`src/rtl/pll_cfg_pkg.sv`:
```
// Shared types and register map constants for the PLL configuration bank.
// Offsets are word offsets inside a channel's 16-byte window.
package pll_cfg_pkg;

  typedef enum logic {
    IDLE,
    RAMP
  } ramp_state_t;

  localparam int CH_STRIDE = 16;

  localparam logic [1:0] OFF_KP   = 2'd0;
  localparam logic [1:0] OFF_KI   = 2'd1;
  localparam logic [1:0] OFF_DIV  = 2'd2;
  localparam logic [1:0] OFF_CTRL = 2'd3;

  localparam int CTRL_EN   = 0;
  localparam int CTRL_RAMP = 1;

  function automatic logic [31:0] wmerge(
    logic [31:0] old,
    logic [31:0] data,
    logic [3:0]  strobe
  );
    logic [31:0] r;
    r = old;
    for (int b = 0; b < 4; b++) begin
      if (strobe[b]) r[8*b +: 8] = data[8*b +: 8];
    end
    return r;
  endfunction

endpackage

```
`src/rtl/pll_cfg_bank_if.sv`:
```
// Register bus between the AHB slave front end and the PLL bank.
// Read data and error are combinational in the request cycle.
interface pll_cfg_bank_if;
  logic        wen;
  logic        ren;
  logic [31:0] addr;
  logic [31:0] wdata;
  logic [3:0]  strobe;
  logic [31:0] rdata;
  logic        error;
  logic        request_stall;

  modport master (
    output wen, ren, addr, wdata, strobe,
    input  rdata, error, request_stall
  );

  modport slave (
    input  wen, ren, addr, wdata, strobe,
    output rdata, error, request_stall
  );
endinterface

```
`src/rtl/pll_glide_ch.sv`:
```
// One PLL channel: divider target plus the applied divider, which
// glides one step per RAMP_DIV cycles when ramping is enabled.
module pll_glide_ch
  import pll_cfg_pkg::*;
#(
  parameter int               DIV_W    = 8,
  parameter logic [DIV_W-1:0] DIV_RST  = DIV_W'(72),
  parameter int               RAMP_DIV = 4
) (
  input  logic             clk,
  input  logic             rst,
  input  logic             we,
  input  logic [DIV_W-1:0] wd,
  input  logic             ramp_en,
  input  logic             enable,
  output logic [DIV_W-1:0] target,
  output logic [DIV_W-1:0] div,
  output logic             busy
);

  localparam int CW = (RAMP_DIV > 1) ? $clog2(RAMP_DIV) : 1;
  localparam logic [CW-1:0] LAST = CW'(RAMP_DIV - 1);

  ramp_state_t      state, state_n;
  logic [CW-1:0]    cnt, cnt_n;
  logic [DIV_W-1:0] tgt, div_n, step;
  logic             glide;

  always_ff @(posedge clk) begin
    if (rst) begin
      state  <= IDLE;
      cnt    <= '0;
      target <= DIV_RST;
      div    <= DIV_RST;
    end else begin
      state  <= state_n;
      cnt    <= cnt_n;
      target <= tgt;
      div    <= div_n;
    end
  end

  // The incoming write is seen immediately so a glide starts in the write cycle.
  always_comb begin
    tgt     = we ? wd : target;
    glide   = ramp_en & enable;
    step    = (tgt > div) ? div + 1'b1 : div - 1'b1;
    state_n = state;
    cnt_n   = cnt;
    div_n   = div;
    unique case (state)
      IDLE: begin
        if (glide && tgt != div) begin
          state_n = RAMP;
          cnt_n   = '0;
        end else begin
          div_n = tgt;
        end
      end
      RAMP: begin
        if (!glide) begin
          div_n   = tgt;
          state_n = IDLE;
          cnt_n   = '0;
        end else if (tgt == div) begin
          state_n = IDLE;
          cnt_n   = '0;
        end else if (cnt == LAST) begin
          div_n = step;
          cnt_n = '0;
          if (step == tgt) state_n = IDLE;
        end else begin
          cnt_n = cnt + 1'b1;
        end
      end
    endcase
  end

  assign busy = (state == RAMP);

endmodule

```
`src/rtl/pll_cfg_bank.sv`:
```
// N-channel PLL configuration bank: KP/KI/DIV/CTRL per channel,
// divider glide channels and live/sticky lock status.
module pll_cfg_bank
  import pll_cfg_pkg::*;
#(
  parameter int               NUM_CH   = 1,
  parameter int               KP_W     = 16,
  parameter logic [KP_W-1:0]  KP_RST   = KP_W'(16'h0100),
  parameter int               KI_W     = 16,
  parameter logic [KI_W-1:0]  KI_RST   = KI_W'(16'h0008),
  parameter int               DIV_W    = 8,
  parameter logic [DIV_W-1:0] DIV_RST  = DIV_W'(72),
  parameter int               RAMP_DIV = 4
) (
  input  logic                      h_clk,
  input  logic                      h_reset,
  pll_cfg_bank_if.slave             bus,
  input  logic [NUM_CH-1:0]         lock_i,
  output logic [NUM_CH*KP_W-1:0]    kp_o,
  output logic [NUM_CH*KI_W-1:0]    ki_o,
  output logic [NUM_CH*DIV_W-1:0]   div_o,
  output logic [NUM_CH-1:0]         en_o,
  output logic [NUM_CH-1:0]         busy_o
);

  localparam int STAT_W = CH_STRIDE / 4 * NUM_CH;

  logic [KP_W-1:0]  kp     [NUM_CH];
  logic [KI_W-1:0]  ki     [NUM_CH];
  logic [1:0]       ctrl   [NUM_CH];
  logic [DIV_W-1:0] target [NUM_CH];
  logic [DIV_W-1:0] div_new[NUM_CH];

  logic [29:0]       word;
  logic [1:0]        off;
  logic [2:0]        ch;
  logic              is_stat, bad_addr, div_zero;
  logic              err, wr_ok;
  logic [31:0]       rd_val, wmask, wm;
  logic [NUM_CH-1:0] sel, tgt_we, busy, lost, lock_q;
  logic [NUM_CH-1:0] lost_set, lost_clr;
  logic              unused_ok;

  assign word      = bus.addr[31:2];
  assign off       = bus.addr[3:2];
  assign ch        = bus.addr[6:4];
  assign unused_ok = ^bus.addr[1:0];
  assign is_stat   = (word == 30'(STAT_W));
  assign bad_addr  = (word > 30'(STAT_W));

  assign wmask = {{8{bus.strobe[3]}}, {8{bus.strobe[2]}},
                  {8{bus.strobe[1]}}, {8{bus.strobe[0]}}};
  assign wm    = bus.wdata & wmask;

  always_comb begin
    sel      = '0;
    rd_val   = '0;
    div_zero = 1'b0;
    for (int c = 0; c < NUM_CH; c++) begin
      div_new[c] = DIV_W'(wmerge(32'(target[c]), bus.wdata, bus.strobe));
      if (!bad_addr && !is_stat && ch == 3'(c)) sel[c] = 1'b1;
    end
    for (int c = 0; c < NUM_CH; c++) begin
      if (sel[c]) begin
        unique case (off)
          OFF_KP:   rd_val = 32'(kp[c]);
          OFF_KI:   rd_val = 32'(ki[c]);
          OFF_DIV: begin
            rd_val   = 32'(target[c]);
            div_zero = (div_new[c] == '0);
          end
          OFF_CTRL: rd_val = 32'(ctrl[c]);
        endcase
      end
    end
    if (is_stat) rd_val = 32'({lost, lock_i, busy});
  end

  assign err   = ((bus.wen | bus.ren) & bad_addr) | (bus.wen & div_zero);
  assign wr_ok = bus.wen & ~err;

  assign bus.error         = err;
  assign bus.rdata         = (bus.ren && !err) ? rd_val : '0;
  assign bus.request_stall = 1'b0;

  // Lock loss only counts on an enabled channel that is not gliding.
  assign lost_set = lock_q & ~lock_i & en_o & ~busy;
  assign lost_clr = (wr_ok && is_stat) ? wm[3*NUM_CH-1:2*NUM_CH] : '0;

  always_ff @(posedge h_clk) begin
    if (h_reset) begin
      for (int c = 0; c < NUM_CH; c++) begin
        kp[c]   <= KP_RST;
        ki[c]   <= KI_RST;
        ctrl[c] <= '0;
      end
      lost   <= '0;
      lock_q <= '0;
    end else begin
      for (int c = 0; c < NUM_CH; c++) begin
        if (wr_ok && sel[c]) begin
          case (off)
            OFF_KP:   kp[c]   <= KP_W'(wmerge(32'(kp[c]), bus.wdata, bus.strobe));
            OFF_KI:   ki[c]   <= KI_W'(wmerge(32'(ki[c]), bus.wdata, bus.strobe));
            OFF_DIV:  ;
            OFF_CTRL: ctrl[c] <= 2'(wmerge(32'(ctrl[c]), bus.wdata, bus.strobe));
          endcase
        end
      end
      lost   <= (lost & ~lost_clr) | lost_set;
      lock_q <= lock_i;
    end
  end

  for (genvar g = 0; g < NUM_CH; g++) begin : g_ch
    assign tgt_we[g] = wr_ok & sel[g] & (off == OFF_DIV);

    pll_glide_ch #(
      .DIV_W   (DIV_W),
      .DIV_RST (DIV_RST),
      .RAMP_DIV(RAMP_DIV)
    ) u_ch (
      .clk    (h_clk),
      .rst    (h_reset),
      .we     (tgt_we[g]),
      .wd     (div_new[g]),
      .ramp_en(ctrl[g][CTRL_RAMP]),
      .enable (ctrl[g][CTRL_EN]),
      .target (target[g]),
      .div    (div_o[g*DIV_W +: DIV_W]),
      .busy   (busy[g])
    );

    assign kp_o[g*KP_W +: KP_W] = kp[g];
    assign ki_o[g*KI_W +: KI_W] = ki[g];
    assign en_o[g]              = ctrl[g][CTRL_EN];
  end

  assign busy_o = busy;

endmodule

```
`src/flat_wrapper.sv`:
```
// flat-port wrapper written by rule: the top's interface ports become plain ports
module pll_cfg_bank_flat import pll_cfg_pkg::*;
#(
  parameter int               NUM_CH   = 1,
  parameter int               KP_W     = 16,
  parameter logic [KP_W-1:0]  KP_RST   = KP_W'(16'h0100),
  parameter int               KI_W     = 16,
  parameter logic [KI_W-1:0]  KI_RST   = KI_W'(16'h0008),
  parameter int               DIV_W    = 8,
  parameter logic [DIV_W-1:0] DIV_RST  = DIV_W'(72),
  parameter int               RAMP_DIV = 4
)
  (h_clk, h_reset, lock_i, kp_o, ki_o, div_o, en_o, busy_o, bus_wen, bus_ren, bus_addr, bus_wdata, bus_strobe, bus_rdata, bus_error, bus_request_stall);
  pll_cfg_bank_if bus_i ();
  input  logic h_clk;
  input  logic h_reset;
  input  logic [NUM_CH-1:0] lock_i;
  output logic [NUM_CH*KP_W-1:0] kp_o;
  output logic [NUM_CH*KI_W-1:0] ki_o;
  output logic [NUM_CH*DIV_W-1:0] div_o;
  output logic [NUM_CH-1:0] en_o;
  output logic [NUM_CH-1:0] busy_o;
  input wire logic [$bits(bus_i.wen)-1:0] bus_wen;
  input wire logic [$bits(bus_i.ren)-1:0] bus_ren;
  input wire logic [$bits(bus_i.addr)-1:0] bus_addr;
  input wire logic [$bits(bus_i.wdata)-1:0] bus_wdata;
  input wire logic [$bits(bus_i.strobe)-1:0] bus_strobe;
  output wire logic [$bits(bus_i.rdata)-1:0] bus_rdata;
  output wire logic [$bits(bus_i.error)-1:0] bus_error;
  output wire logic [$bits(bus_i.request_stall)-1:0] bus_request_stall;
  assign bus_i.wen = bus_wen;
  assign bus_i.ren = bus_ren;
  assign bus_i.addr = bus_addr;
  assign bus_i.wdata = bus_wdata;
  assign bus_i.strobe = bus_strobe;
  assign bus_rdata = bus_i.rdata;
  assign bus_error = bus_i.error;
  assign bus_request_stall = bus_i.request_stall;
  pll_cfg_bank #(.NUM_CH(NUM_CH), .KP_W(KP_W), .KP_RST(KP_RST), .KI_W(KI_W), .KI_RST(KI_RST), .DIV_W(DIV_W), .DIV_RST(DIV_RST), .RAMP_DIV(RAMP_DIV)) u_core (.h_clk(h_clk), .h_reset(h_reset), .bus(bus_i), .lock_i(lock_i), .kp_o(kp_o), .ki_o(ki_o), .div_o(div_o), .en_o(en_o), .busy_o(busy_o));
endmodule
```
`config.mk`:
```
export PLATFORM = sky130hd
export DESIGN_NAME = pll_cfg_bank_flat
export DESIGN_NICKNAME = d
export VERILOG_FILES = /design/src/rtl/pll_cfg_pkg.sv /design/src/rtl/pll_cfg_bank_if.sv /design/src/rtl/pll_glide_ch.sv /design/src/rtl/pll_cfg_bank.sv /design/src/flat_wrapper.sv
export SDC_FILE = /design/constraint.sdc
export NUM_CORES = 1
export LEC_CHECK = 0
export ABC_AREA = 1
export CAP_MARGIN = 20
export CORE_MARGIN = 5
export CORE_UTILIZATION = 30
export DETAILED_ROUTE_END_ITERATION = 7
export MAX_ROUTING_LAYER = met4
export SLEW_MARGIN = 20
export SYNTH_ARGS = -nofsm -noshare
export SYNTH_HDL_FRONTEND = slang
export SYNTH_HIERARCHICAL = 1
export SYNTH_SLANG_ARGS = --single-unit
```
`constraint.sdc`:
```
create_clock -name h_clk -period 8.14 [get_ports h_clk]
set_input_delay 1.628 -clock h_clk [delete_from_list [all_inputs] [get_ports h_clk]]
set_output_delay 1.628 -clock h_clk [all_outputs]
set_load 0.02 [all_outputs]
```
placed.png
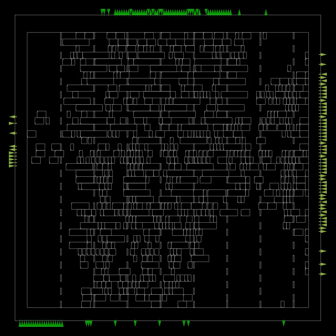
Tap Cells: 176
final cell count without fillers: 865
Cell Rows: 42
Core Area: 13300 um^2

ff_map.png
Scale bar: 50 um.
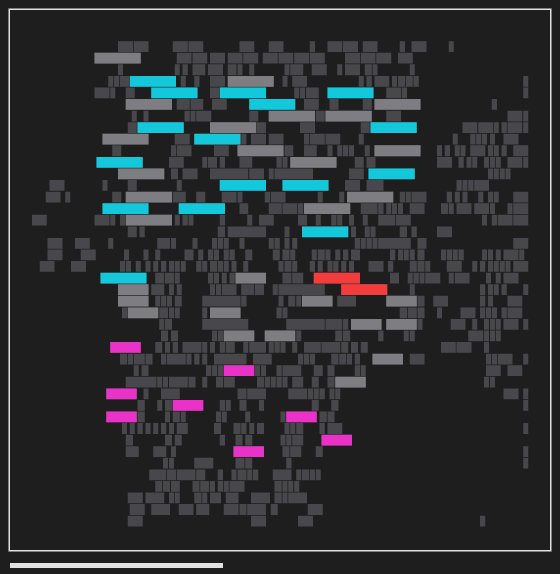
name in the netlist	color	flops
u_core/g_ch.u_ch/div	magenta	8
u_core/ki	cyan	16
u_core/ctrl	red	2
not colored	29

clock_wires.png
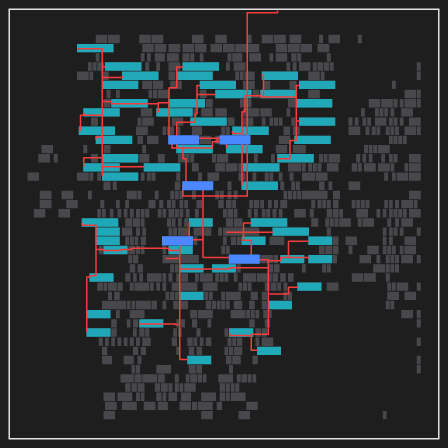
[clock-net drivers] blue | count: 5
[flip-flops] cyan | count: 55
[clock wires] red | length: 706 um
routed clock nets	6

sizing.png
Scale bar: 50 um.
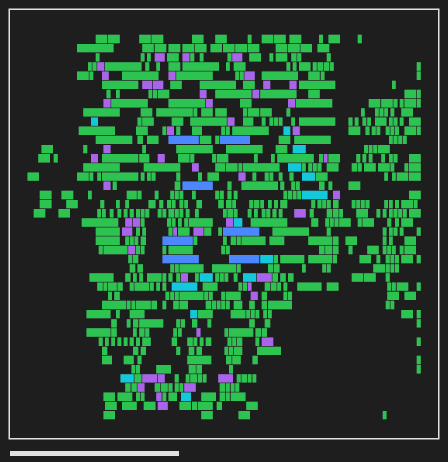
size	color	cells	most used
x6 and larger	blue	7	clkbuf_16
x2	purple	48	nor2_2
x3 and x4	cyan	14	nor2_4
x1 and smaller	green	620	nand2_1

route_heat.png
25 x 25 tiles, from dark blue (low) to red (high), scaled to the fullest tile. Values are wire area over tile area, all layers added.
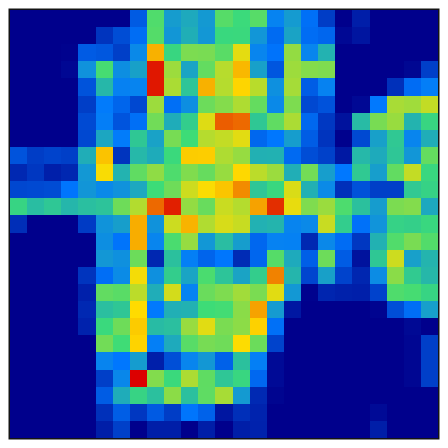
tiles over half the peak	24%
emptiest ninth of the die	bottom right
nearly empty tiles	31%

==> changes_impl.md <==
### Implementation results

* Outcome: finished clean
* Final Hold Vio Count at 0
* Seq pwr share at 42.8%
* Fin area at 5480 um^2
* Internal power at 0.541 mW
* Most common cell in the netlist: nand2_1
* Pre-CTS WS at 1.19 ns
* Sw frac at 25.4%
* Yosys cell count at 579
* Bufs and invs on worst path at 7
* Cell Type Count at 41
* Top Usage Layer GRT: met2
* Worst setup path endpoint: u_core/g_ch[0].u_ch/busy
* Yosys chip area at 4100 um^2
* Fmax at 150 MHz
* Drt wl/cell at 14.0 um
* Initial DRC count at 310
* Overall Power at 0.725 mW
* IO Count at 149
* Pre-Place Util at 30.7%
* Final worst-path setup slack at 1.49 ns
* Worst Hold Class: flop to flop
* Met1 GRT Util at 19.3%
* Hold endpoint: u_core/lost
* Input/output buffers at 111
* Crit path max-delay family: simple AND/OR/NAND/NOR gates
* # DRC at 0
* Max incr delay on CP at 0.82 ns
* Met2 WL at 5.86 mm
* First drt pass iteration count at 5
* Clock Skew at 0.00555 ns
* Skew-Pair Late Insertion Delay at 0.29 ns
* Most frequent cells in the layout: nand2_1 (151), clkdlybuf4s50_1 (111), inv_1 (101)
* Biggest area consumer among synthesized cells: edfxtp_1
* Share of post-route cells with drive strength above 1 at 10.0%
* Peak VDD IR at 0.0000913 V
* Htree depth at 2
* CTS Sinks at 55
* Worst Setup SP: bus_strobe[0]
* DP Area at 5290 um^2
* Drt total wl at 12.1 mm
* Routability Congestion at 0.882
* Met3 GRT Util at 2.10%
* Chip width at 127 um
* CP Launch Type: input pin
* Grt total ovfl at 0
* Crit path arrival time at 6.84 ns
* Critical path fanouts, max at 16
* Post-synth EDFFs at 34
* Vias in the first global route at 3818
* DP HPWL at 9.75 mm
* Clock share of power at 37.6%
* Post-Synth AOI/OAI Area at 8.51%
* Most frequent logic cell in the layout: nand2_1
* Dpl cells at 857
* Commonest cells in the netlist: nand2_1 (151), inv_1 (101), nor2_1 (74), edfxtp_1 (34), nand3_1 (30)
* Seq share, synth at 35.1%
* Setup TNS at 0 ns
* R2r endpoint: u_core/g_ch[0].u_ch/busy
* Resize count post-CTS at 0
* Least-Margin Pin Slew at 0.750 ns
* Launch point of the worst hold path: u_core/lock_q
* Tally of OpenROAD warnings at 46
* Switching power at 0.184 mW
* Avg Cell Area, Syn at 7.08 um^2
* Die footprint at 16100 um^2
* Largest cells by area: edfxtp_1 (25%), nand2_1 (14%), dfxtp_1 (10%), inv_1 (9.2%), nor2_1 (6.8%)
* Comb pwr at 0.142 mW
* Critical path depth at 32
* Ys flop type: edfxtp_1
* Vias at 3969
* WHS at 0.476 ns
* Sequential cell power at 0.311 mW
* Mux area share at 0.244%
* Final worst path period share at 81.6%
* Post-Syn Area at 4100 um^2
* Initial antenna violation count at 0
* # hold bufs at CTS at 0
* CP most frequent cell: nand2_1
* Critical path required time at 8.33 ns
* Global Route Usage Sum at 14.9%
* Fin nets at 777
* Slew HR at 49.9%
* ANT cells at 0
* Simple-gate area share of the yosys netlist at 35.3%
* Clk pin slew, worst setup/hold paths at 0.07 ns
* First-pass GRT wire length at 19.1 mm
* Clock buffer depth at 2
* Ys async rst share at 0%
* Worst r2r src: u_core/g_ch[0].u_ch/target[2]
* Comb power frac at 19.6%
* Die Y at 127 um
* Leading power group: registers
* Clk root buf: clkbuf_16
* Total power divided by cell area at 132 nW/um^2
* Final min period at 6.65 ns
* Max Transition Viols Final at 0
* Antenna violation net count after detailed routing at 0
* Worst setup EP type: flop
* Max-area cell share at 24.9%
* Number of post-CTS setup repair buffers at 0
* Logic family by area: simple AND/OR/NAND/NOR gates
* Max-Cap Viols at 0
* Slowest-stage cell, CP: clkdlybuf4s50_1
* Hold depth at 2
* Xor+xnor area frac at 0.427%
* GRT met2 Usage at 24.8%
* CTS tree: built
* RSZ-0062 raised after global routing: false
* Area Growth Syn to Fin at 33.7%
* Setup Viol. Count Final at 0
* R2R depth at 32
* Worst reg-to-reg setup slack at 3.46 ns
* M1 wire length at 5.54 mm
* Metal3 WL at 524 um
* Adder-cell area share of the yosys netlist at 5.06%
* Cells after synthesis at 579
* Largest net degree at the start of global routing at 19
* Clock net power at 0.273 mW
* Vias/cell at 4.59
* Yosys warning count at 6
* Synth Register Bits at 55
* Leakage at 2.41 nW
* Top layer reached by signal wires: met4
* Setup CP Type: input pin to flop
* CTS Buf Count at 5
worst min-delay path, cell delays in order, from the launching register on:
cell and delay (ns):
dfxtp_1 0.30, nand4_1 0.07, a21oi_1 0.06
final cells by class:
cell class                      instances  area (um^2)
Clock inverter                          2         60.1
Clock buffer                            6          129
Timing Repair Buffer                  112         1120
Inverter                              109          418
Tap cell                              176          220
Fill cell                            1371         7870
Multi-Input combinational cell        405         2100
Sequential cell                        55         1440
sequential cells by signal, summed over array words and instances (netlist names):
register and count:
u_core/ki 16, u_core/g_ch.u_ch/target 8, u_core/kp 16, u_core/g_ch.u_ch/cnt 2, u_core/g_ch.u_ch/busy 1, u_core/ctrl 2, u_core/lock_q 1, u_core/g_ch.u_ch/div 8
u_core/lost 1
Power is estimated from default activity; no workload was simulated.
